**Run 1: metal layers overlaid**

Drawn at 2 px/um. Only two layers are drawn.
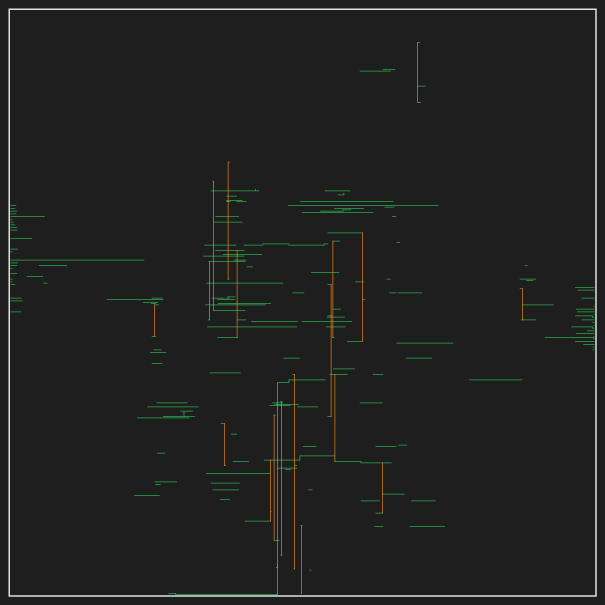
**Run 1: I/O nets highlighted**

Drawn at 1 px/um.
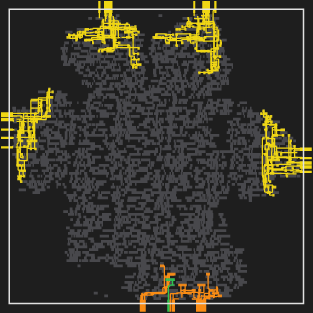
**Run 1: M2 wires**

Drawn at 1 px/um. Cells faint in the background.
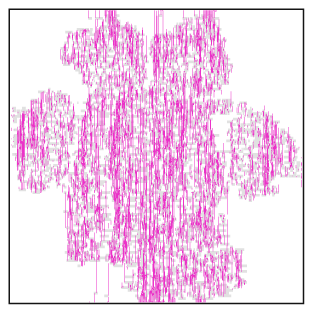
$ cat src/rtl/mac_stream_engine_pkg.sv
// mac_stream_engine_pkg: shared FSM state type and default parameters for the MAC stream engine
package mac_stream_engine_pkg;
  localparam int ELEM_W_DEF = 8;
  localparam int LANES_DEF  = 4;
  localparam int ACC_W_DEF  = 32;
  localparam int K_MAX_DEF  = 64;
  typedef enum logic [1:0] {
    IDLE   = 2'd0,
    LOAD   = 2'd1,
    OUTPUT = 2'd2,
    FINISH = 2'd3
  } state_t;
endpackage

$ cat src/rtl/mac_stream_engine_lane.sv
// mac_lane: one signed multiply-accumulate lane with synchronous clear and enable
module mac_lane #(
  parameter int ELEM_W = 8,
  parameter int ACC_W  = 32
) (
  input  logic                     clk,
  input  logic                     rst_n,
  input  logic                     clr,
  input  logic                     en,
  input  logic signed [ELEM_W-1:0] a,
  input  logic signed [ELEM_W-1:0] b,
  output logic        [ACC_W-1:0]  acc
);
  logic signed [2*ELEM_W-1:0] prod;
  assign prod = a * b;
  always_ff @(posedge clk or negedge rst_n)
    if (!rst_n) acc <= '0;
    else acc <= clr ? '0 : en ? acc + ACC_W'(prod) : acc;
endmodule

$ cat src/rtl/mac_stream_engine.sv
// mac_stream_engine: streams K joint A/B beats through LANES signed MACs, then emits one C beat per lane
module mac_stream_engine
  import mac_stream_engine_pkg::*;
#(
  parameter int ELEM_W = ELEM_W_DEF,
  parameter int LANES  = LANES_DEF,
  parameter int ACC_W  = ACC_W_DEF,
  parameter int K_MAX  = K_MAX_DEF
) (
  input  logic                    clk,
  input  logic                    rst_n,
  input  logic [LANES*ELEM_W-1:0] s_axis_a_tdata,
  input  logic                    s_axis_a_tvalid,
  output logic                    s_axis_a_tready,
  input  logic                    s_axis_a_tlast,
  input  logic [LANES*ELEM_W-1:0] s_axis_b_tdata,
  input  logic                    s_axis_b_tvalid,
  output logic                    s_axis_b_tready,
  input  logic                    s_axis_b_tlast,
  output logic [ACC_W-1:0]        m_axis_c_tdata,
  output logic                    m_axis_c_tvalid,
  input  logic                    m_axis_c_tready,
  output logic                    m_axis_c_tlast,
  input  logic [15:0]             cfg_k,
  input  logic                    start,
  input  logic                    irq_en,
  input  logic                    sw_clear_done,
  output logic                    busy,
  output logic                    done,
  output logic                    done_pulse,
  output logic                    err,
  output logic                    irq
);
  localparam int IW = LANES > 1 ? $clog2(LANES) : 1;
  state_t           state;
  logic [15:0]      k;
  logic [15:0]      beat;
  logic [IW-1:0]    idx;
  logic [ACC_W-1:0] acc [LANES];
  logic             joint, clr, bad_k, last_beat, last_lane, c_valid, c_hs;
  assign joint     = state == LOAD && s_axis_a_tvalid && s_axis_b_tvalid;
  assign clr       = state == IDLE && start;
  assign bad_k     = cfg_k == 16'd0 || cfg_k > 16'(K_MAX);
  assign last_beat = beat == k - 16'd1;
  assign last_lane = idx == IW'(LANES - 1);
  assign c_valid   = state == OUTPUT;
  assign c_hs      = c_valid && m_axis_c_tready;
  assign s_axis_a_tready = joint;
  assign s_axis_b_tready = joint;
  assign m_axis_c_tvalid = c_valid;
  assign m_axis_c_tdata  = c_valid ? acc[idx] : '0;
  assign m_axis_c_tlast  = c_valid && last_lane;
  assign busy = state == LOAD || state == OUTPUT;
  assign irq  = done && irq_en;
  for (genvar i = 0; i < LANES; i++) begin : g_lane
    mac_lane #(.ELEM_W(ELEM_W), .ACC_W(ACC_W)) u_lane (
      .clk   (clk),
      .rst_n (rst_n),
      .clr   (clr),
      .en    (joint),
      .a     (s_axis_a_tdata[i*ELEM_W +: ELEM_W]),
      .b     (s_axis_b_tdata[i*ELEM_W +: ELEM_W]),
      .acc   (acc[i])
    );
  end
  // set events are written after the software clear so they take priority
  always_ff @(posedge clk or negedge rst_n)
    if (!rst_n) begin
      state      <= IDLE;
      k          <= '0;
      beat       <= '0;
      idx        <= '0;
      done       <= 1'b0;
      done_pulse <= 1'b0;
      err        <= 1'b0;
    end else begin
      done_pulse <= 1'b0;
      if (sw_clear_done) begin
        done <= 1'b0;
        err  <= 1'b0;
      end
      case (state)
        IDLE: if (start) begin
          k          <= cfg_k;
          beat       <= '0;
          idx        <= '0;
          done       <= bad_k;
          err        <= bad_k;
          done_pulse <= bad_k;
          state      <= bad_k ? FINISH : LOAD;
        end
        LOAD: if (joint) begin
          beat <= beat + 16'd1;
          if (s_axis_a_tlast != last_beat || s_axis_b_tlast != last_beat) err <= 1'b1;
          if (last_beat) state <= OUTPUT;
        end
        OUTPUT: if (c_hs) begin
          idx <= idx + 1'b1;
          if (last_lane) begin
            state      <= FINISH;
            done       <= 1'b1;
            done_pulse <= 1'b1;
          end
        end
        default: state <= IDLE;
      endcase
    end
endmodule

$ cat config.mk
export PLATFORM = sky130hd
export DESIGN_NAME = mac_stream_engine
export DESIGN_NICKNAME = d
export VERILOG_FILES = /design/src/rtl/mac_stream_engine_pkg.sv /design/src/rtl/mac_stream_engine_lane.sv /design/src/rtl/mac_stream_engine.sv
export SDC_FILE = /design/constraint.sdc
export NUM_CORES = 1
export LEC_CHECK = 0
export CAP_MARGIN = 0
export CORE_MARGIN = 2
export CORE_UTILIZATION = 30
export DETAILED_ROUTE_END_ITERATION = 10
export GPL_TIMING_DRIVEN = 1
export PLACE_DENSITY = 0.55
export SYNTH_ARGS = -nofsm -noshare
export SYNTH_HDL_FRONTEND = slang
export SYNTH_HIERARCHICAL = 1
export SYNTH_SLANG_ARGS = --single-unit
export TNS_END_PERCENT = 5
$ cat constraint.sdc
create_clock -name clk -period 8.3 [get_ports clk]
set_clock_uncertainty 0.1 [all_clocks]
set_input_delay 1.66 -clock clk [delete_from_list [all_inputs] [get_ports clk]]
set_output_delay 1.66 -clock clk [all_outputs]
set_load 0.05 [all_outputs]
==> flow_summary.json, run 1 <==
{
  "grt_usage_pct": 15.2,
  "hpwl_mm": 54.1,
  "portBuffers": 130,
  "diodes": 0,
  "min_from": "k[15]",
  "core.rowCount": 105,
  "seq_area_share_pct": 13.6,
  "min_to": "k[15]",
  "sh_comb_area_pct": 62.2,
  "fin_crit_sh_pct": 98.0,
  "crit_path_start_kind": "primary input",
  "num-nonclk-buffers": 486,
  "max_slew_margin_pct": 27.4,
  "first_pass_iters": 5,
  "cts_max_level": 4,
  "cts_tree": "done",
  "synthFlopType": "dfrtp_1",
  "cts_hold_buf": 0,
  "postRouteAntennaNets": 0,
  "mux_share_pct": 6.08,
  "warnings": 38,
  "critPathTopFamily": "adder cells",
  "via_per_inst": 4.80,
  "buffer_area_share_pct": 13.0,
  "fmax_mhz": 123,
  "grt_pass1_wl_mm": 108,
  "top_cells_by_count": "inv_1, ha_1, fa_1, nor2_1, and2_1",
  "status": "finished, final reports clean",
  "rrSetupSlack_ns": 4.21,
  "cts_root_buf": "clkbuf_16",
  "tap_cells": 1070,
  "cp.required_ns": 8.53,
  "num_io_pins": 131,
  "met3WireLength_mm": 1.80,
  "min_path_cells": 1
}
Back to the opening pictures, 'metal layers overlaid':
Orange stands for M4, wire length 923 um. Green stands for M3, wire length 1800 um.

Back to the opening pictures, 'I/O nets highlighted':
Green stands for err, bits 1, direction output, end cells 1, buffers 1, wire 31.2 um. Orange stands for cfg_k, bits 16, direction input, end cells 22, buffers 16, wire 520 um. Yellow stands for s_axis_b_tdata, bits 32, direction input, end cells 260, buffers 74, wire 3560 um.

Back to the opening pictures, 'M2 wires':
The layer carries 30.4 mm of wire. The wires run mostly vertical.

run 1: per-stage QoR:
step	utilization [%]	std cells	area [um2]	setup TNS (ns)
finish	37.4	4332	30800	0
global route	37.4	4332	30800	-0.156
CTS	37.3	4328	30600	0
detailed placement	36.5	4296	30100	-4.33
global placement	36.5	4296	30100	-2.45
floorplan	-	2809	25000	0
run 1: state kept, by name (all words and copies together), names as in the netlist:
name,cells
done,1
g_lane.u_lane/acc,128
state,2
done_pulse,1
beat,16
k,16
err,1
idx,2
## Run 2: what changed since run 1
- ABC_CLOCK_PERIOD_IN_PS: unset -> 8300
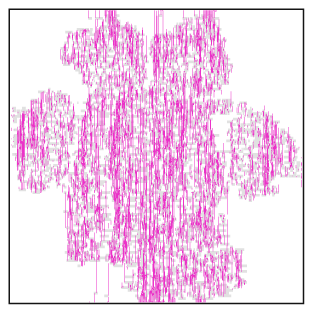
**Above:** run 2 (M2 wires).
Drawn at 1 px/um. Cells faint in the background.
3167 nets have wire on it. The layer holds 47% of the routed length. The longest straight run is 75.5 um. The layer carries 30.4 mm of wire.

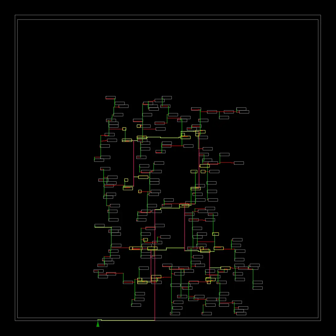
**Above:** run 2 (clock nets).
clock sinks: 167
Flops: 167
clk_buf instances: 17

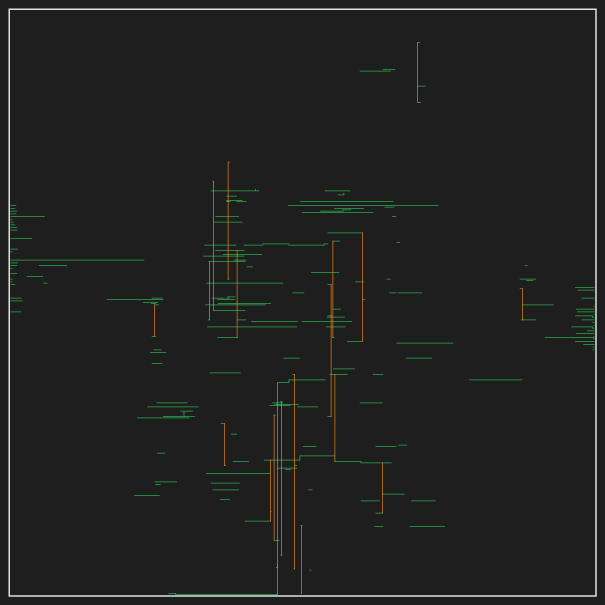
**Above:** run 2 (metal layers overlaid).
Drawn at 2 px/um. Only two layers are drawn.
Green stands for M3, wire length 1800 um. Orange stands for M4, wire length 923 um.

==> run 2 against run 1 <==
Net effect:
- first-iteration DRC count stayed put
- sequential share of layout area stayed put
- count of clock-buffer cells in the layout stayed put
- critical path depth stayed put
- critical path type unchanged
- highest routed layer unchanged
==> flow_summary.json, run 2 <==
{
  "status": "finished, final reports clean",
  "rrSetupSlack_ns": 4.21,
  "cts_tree": "done",
  "hpwl_mm": 54.1,
  "seq_area_share_pct": 13.6,
  "postRouteAntennaNets": 0,
  "reg_top3": "g_lane.u_lane/acc (128), beat (16), k (16)",
  "buffer_area_share_pct": 13.0,
  "largest_register_ffs": 128,
  "min_path_cells": 1,
  "grt_pass1_wl_mm": 108,
  "diodes": 0,
  "fmax_mhz": 123,
  "grt_usage_pct": 15.2,
  "tap_cells": 1070,
  "mux_share_pct": 6.08,
  "max_slew_margin_pct": 27.4,
  "num-nonclk-buffers": 486,
  "cts_hold_buf": 0,
  "min_to": "k[15]",
  "warnings": 38,
  "portBuffers": 130,
  "crit_path_start_kind": "primary input",
  "cp.required_ns": 8.53,
  "num_io_pins": 131,
  "max_flop_register": "g_lane.u_lane/acc",
  "synthFlopType": "dfrtp_1"
}
run 2: per-stage QoR:
step	utilization (%)	instances	TNS, ns
global route	37.4	4332	-0.156
detailed placement	36.5	4296	-4.33
CTS	37.3	4328	0
floorplan	-	2809	0
global placement	36.5	4296	-2.45
finish	37.4	4332	0
run 2: layer usage:
layer | wire, um | global-route usage [%] | up-vias
met5 | 0 | 0 | -
met4 | 922 | 3.08 | 0
met1 | 31600 | 21.8 | 10000
met3 | 1800 | 1.15 | 44
li1 | - | - | 10400
met2 | 30400 | 25.3 | 307
run 2: cell families after synthesis:
kind of cell / after synthesis
AOI/OAI and AO/OA: 548
muxes: 109
and+or+nand+nor: 873
DFF: 167
xor gates and xnor gates: 164
adders and majority gates: 479
buffers and inverters: 469
